### src/rtl/sync_updown_counter.sv
// Parametrised up/down modulo-MOD counter with clear, parallel load, wrap/saturate
// ends, terminal count and one-cycle wrap / out-of-range-load status pulses.
module sync_updown_counter #(
  parameter int WIDTH    = 4,
  parameter int MOD      = 16,
  parameter int SATURATE = 0
) (
  input  logic             clk,
  input  logic             rst,
  input  logic             en,
  input  logic             up,
  input  logic             clear,
  input  logic             load,
  input  logic [WIDTH-1:0] load_val,
  output logic [WIDTH-1:0] q,
  output logic             tc,
  output logic             wrap,
  output logic             load_err
);

  generate
    if (WIDTH < 1 || MOD < 2 || longint'(MOD) > (longint'(1) << WIDTH)) begin : g_bad_params
      $error("sync_updown_counter: need WIDTH>=1 and 2 <= MOD <= 2**WIDTH");
    end
  endgenerate

  localparam logic [WIDTH-1:0] TOP   = WIDTH'(MOD - 1);
  localparam logic [WIDTH-1:0] ONE   = WIDTH'(1);
  localparam logic [WIDTH:0]   MOD_W = (WIDTH + 1)'(MOD);

  logic [WIDTH-1:0] q_reg, q_next;
  logic             wrap_reg, wrap_next;
  logic             load_err_reg, load_err_next;

  always_comb begin
    q_next        = q_reg;
    wrap_next     = 1'b0;
    load_err_next = 1'b0;
    if (clear) begin
      q_next = '0;
    end else if (load) begin
      // Out-of-range loads clamp to the top of the legal range.
      if ({1'b0, load_val} < MOD_W) begin
        q_next = load_val;
      end else begin
        q_next        = TOP;
        load_err_next = 1'b1;
      end
    end else if (en) begin
      if (up) begin
        if (q_reg != TOP) begin
          q_next = q_reg + ONE;
        end else if (SATURATE == 0) begin
          q_next    = '0;
          wrap_next = 1'b1;
        end
      end else begin
        if (q_reg != '0) begin
          q_next = q_reg - ONE;
        end else if (SATURATE == 0) begin
          q_next    = TOP;
          wrap_next = 1'b1;
        end
      end
    end
  end

  always_ff @(posedge clk or posedge rst) begin
    if (rst) begin
      q_reg        <= '0;
      wrap_reg     <= 1'b0;
      load_err_reg <= 1'b0;
    end else begin
      q_reg        <= q_next;
      wrap_reg     <= wrap_next;
      load_err_reg <= load_err_next;
    end
  end

  assign q        = q_reg;
  assign wrap     = wrap_reg;
  assign load_err = load_err_reg;
  assign tc       = up ? (q_reg == TOP) : (q_reg == '0);

endmodule

### config.mk
export PLATFORM = sky130hd
export DESIGN_NAME = sync_updown_counter
export DESIGN_NICKNAME = d
export VERILOG_FILES = /design/src/rtl/sync_updown_counter.sv
export SDC_FILE = /design/constraint.sdc
export NUM_CORES = 1
export LEC_CHECK = 0
export CORE_AREA = 2 2 39 41
export CTS_BUF_LIST = sky130_fd_sc_hd__clkbuf_16
export CTS_CLUSTER_DIAMETER = 150
export DETAILED_ROUTE_END_ITERATION = 6
export DIE_AREA = 0 0 41 43
export SLEW_MARGIN = 5
export SYNTH_ARGS = -nofsm -noshare
export SYNTH_HDL_FRONTEND = slang
export SYNTH_SLANG_ARGS = --single-unit
### constraint.sdc
create_clock -name clk -period 3.9 [get_ports clk]
set_input_delay 0.39 -clock clk [delete_from_list [all_inputs] [get_ports clk]]
set_output_delay 0.39 -clock clk [all_outputs]
set_load 0.02 [all_outputs]
==> metrics.csv <==
stage,metric,value,unit
layout,final instance count without filler cells,84,
drt,met2 wire len,503,µm
synth,YS chip area,413,µm²
layout,max FFs per register,4,
synth,Async SR Flop Fraction,100,%
final_timing,RSZ-0062 raised after global routing,no,
synth,Main logic family,simple AND/OR/NAND/NOR gates,
die,Die W,41,µm
clocking,Clock Root Buffer,clkbuf_16,
worst_setup_path,Reg2Reg Depth,6,
synth,most common cell in the netlist,dfrtp_1,
synth,area share of the largest cell type after synthesis,30.3,%
run_status,status,finished clean,
drt,DR pass1 iterations,2,
worst_setup_path,CP required,3510,ps
grt,total grt overflow,0,
layout,most frequent logic cells in the routed design,"15 x clkdlybuf4s50_1, 5 x inv_1, 5 x dfrtp_1",
synth,synthesized area,413,µm²
pwr,leakage power,0.000280,µW
layout,clock-cell share of area,12.1,%
pwr,Clock power frac,58.7,%
pwr,internal power,218,µW
layout,logic area,256,µm²
pwr,sequential power,61.9,µW
pwr,VDD IR max,0.000236,V
pwr,Logic pwr share,19.4,%
die,Init Core Util,29.8,%
layout,fin area,649,µm²
clocking,clock slew at reported path FFs,30,ps
clocking,cts bufs inserted,3,
synth,Main synth FF type,dfrtp_1,
placed_design,gp weighted congestion,0.713,
worst_setup_path,R2R Setup Slk,2320,ps
Fig. 1: cells coloured by class
Fill, decap, tap and diode cells in grey.
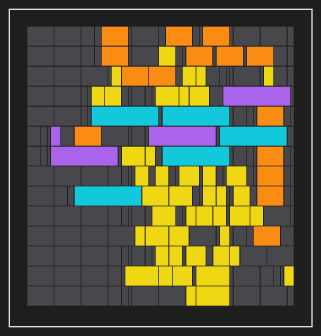
Key: purple = clock drivers and dummy loads [cells 4, share of their area 13%]; yellow = all other logic [cells 44, share of their area 44%]; orange = other buffers and delay cells [cells 15, share of their area 24%]; cyan = flip-flops [cells 5, share of their area 20%]

Fig. 2: cell outlines without signal wires
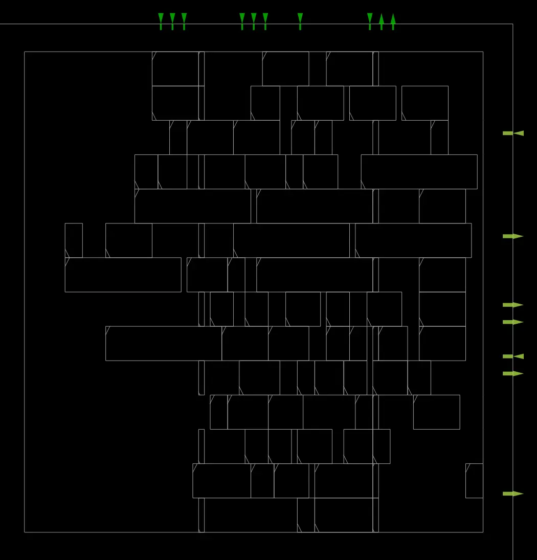
row count: 14
num tapcells: 16
registers: 5

Fig. 3: nets reached from selected ports
Bar = 10 µm.
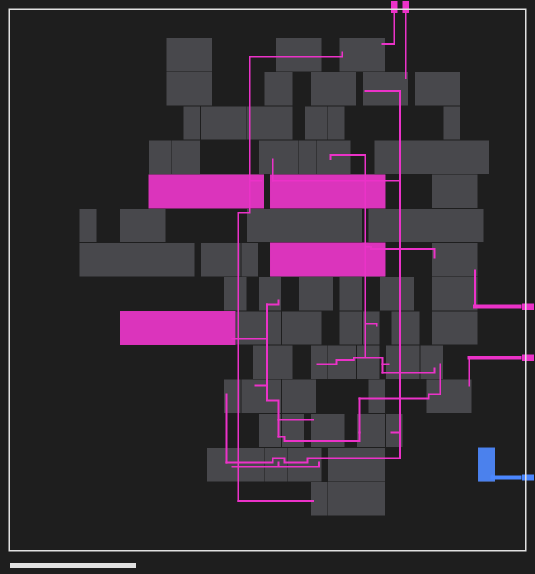
Key: blue = load_err [direction output, end cells 1, buffers 0, wire 2.40 µm]; magenta = q [direction output, end cells 4, buffers 4, wire 222 µm]

Fig. 4: routed metal, one colour a layer
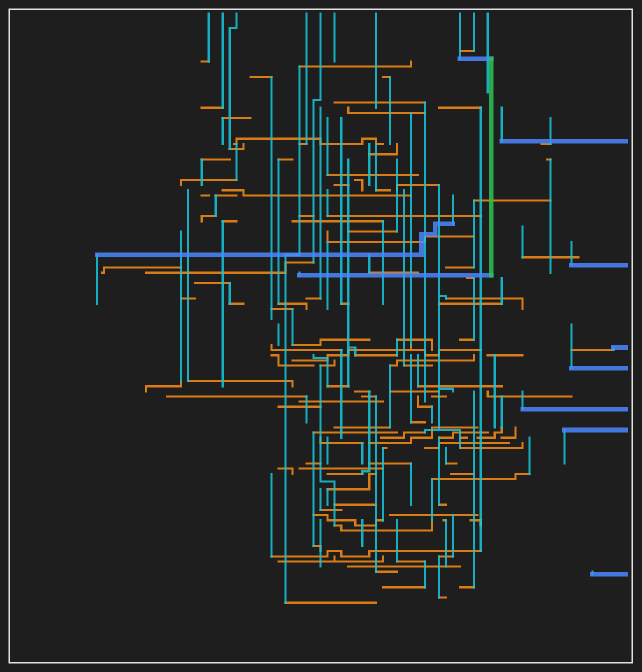
Key: blue = met3 [wire length 69.3 µm]; green = met4 [wire length 14.3 µm]; orange = met1 [wire length 397 µm]; cyan = met2 [wire length 504 µm]
wire per inst: 11.7 µm
Total GRT Usage: 14.9%
vias: 405
Post-Route WL: 984 µm

Fig. 5: cells by drive strength
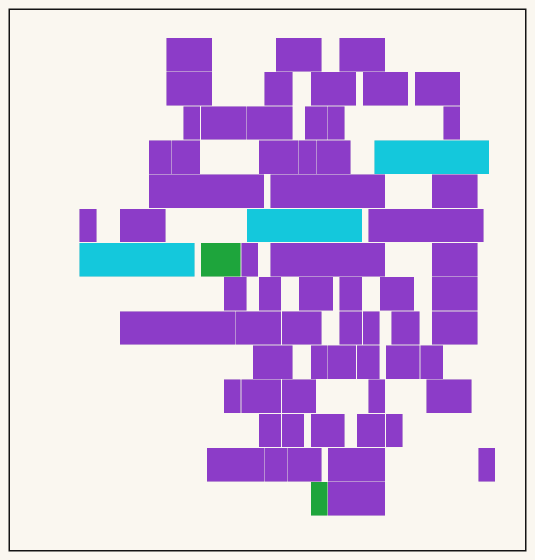
Key: green = drive 2 [cells 2, share 2.9%]; purple = drive 1 or less [cells 63, share 93%]; cyan = drive 6 and up [cells 3, share 4.4%]

Power and IR drop assume default switching activity.
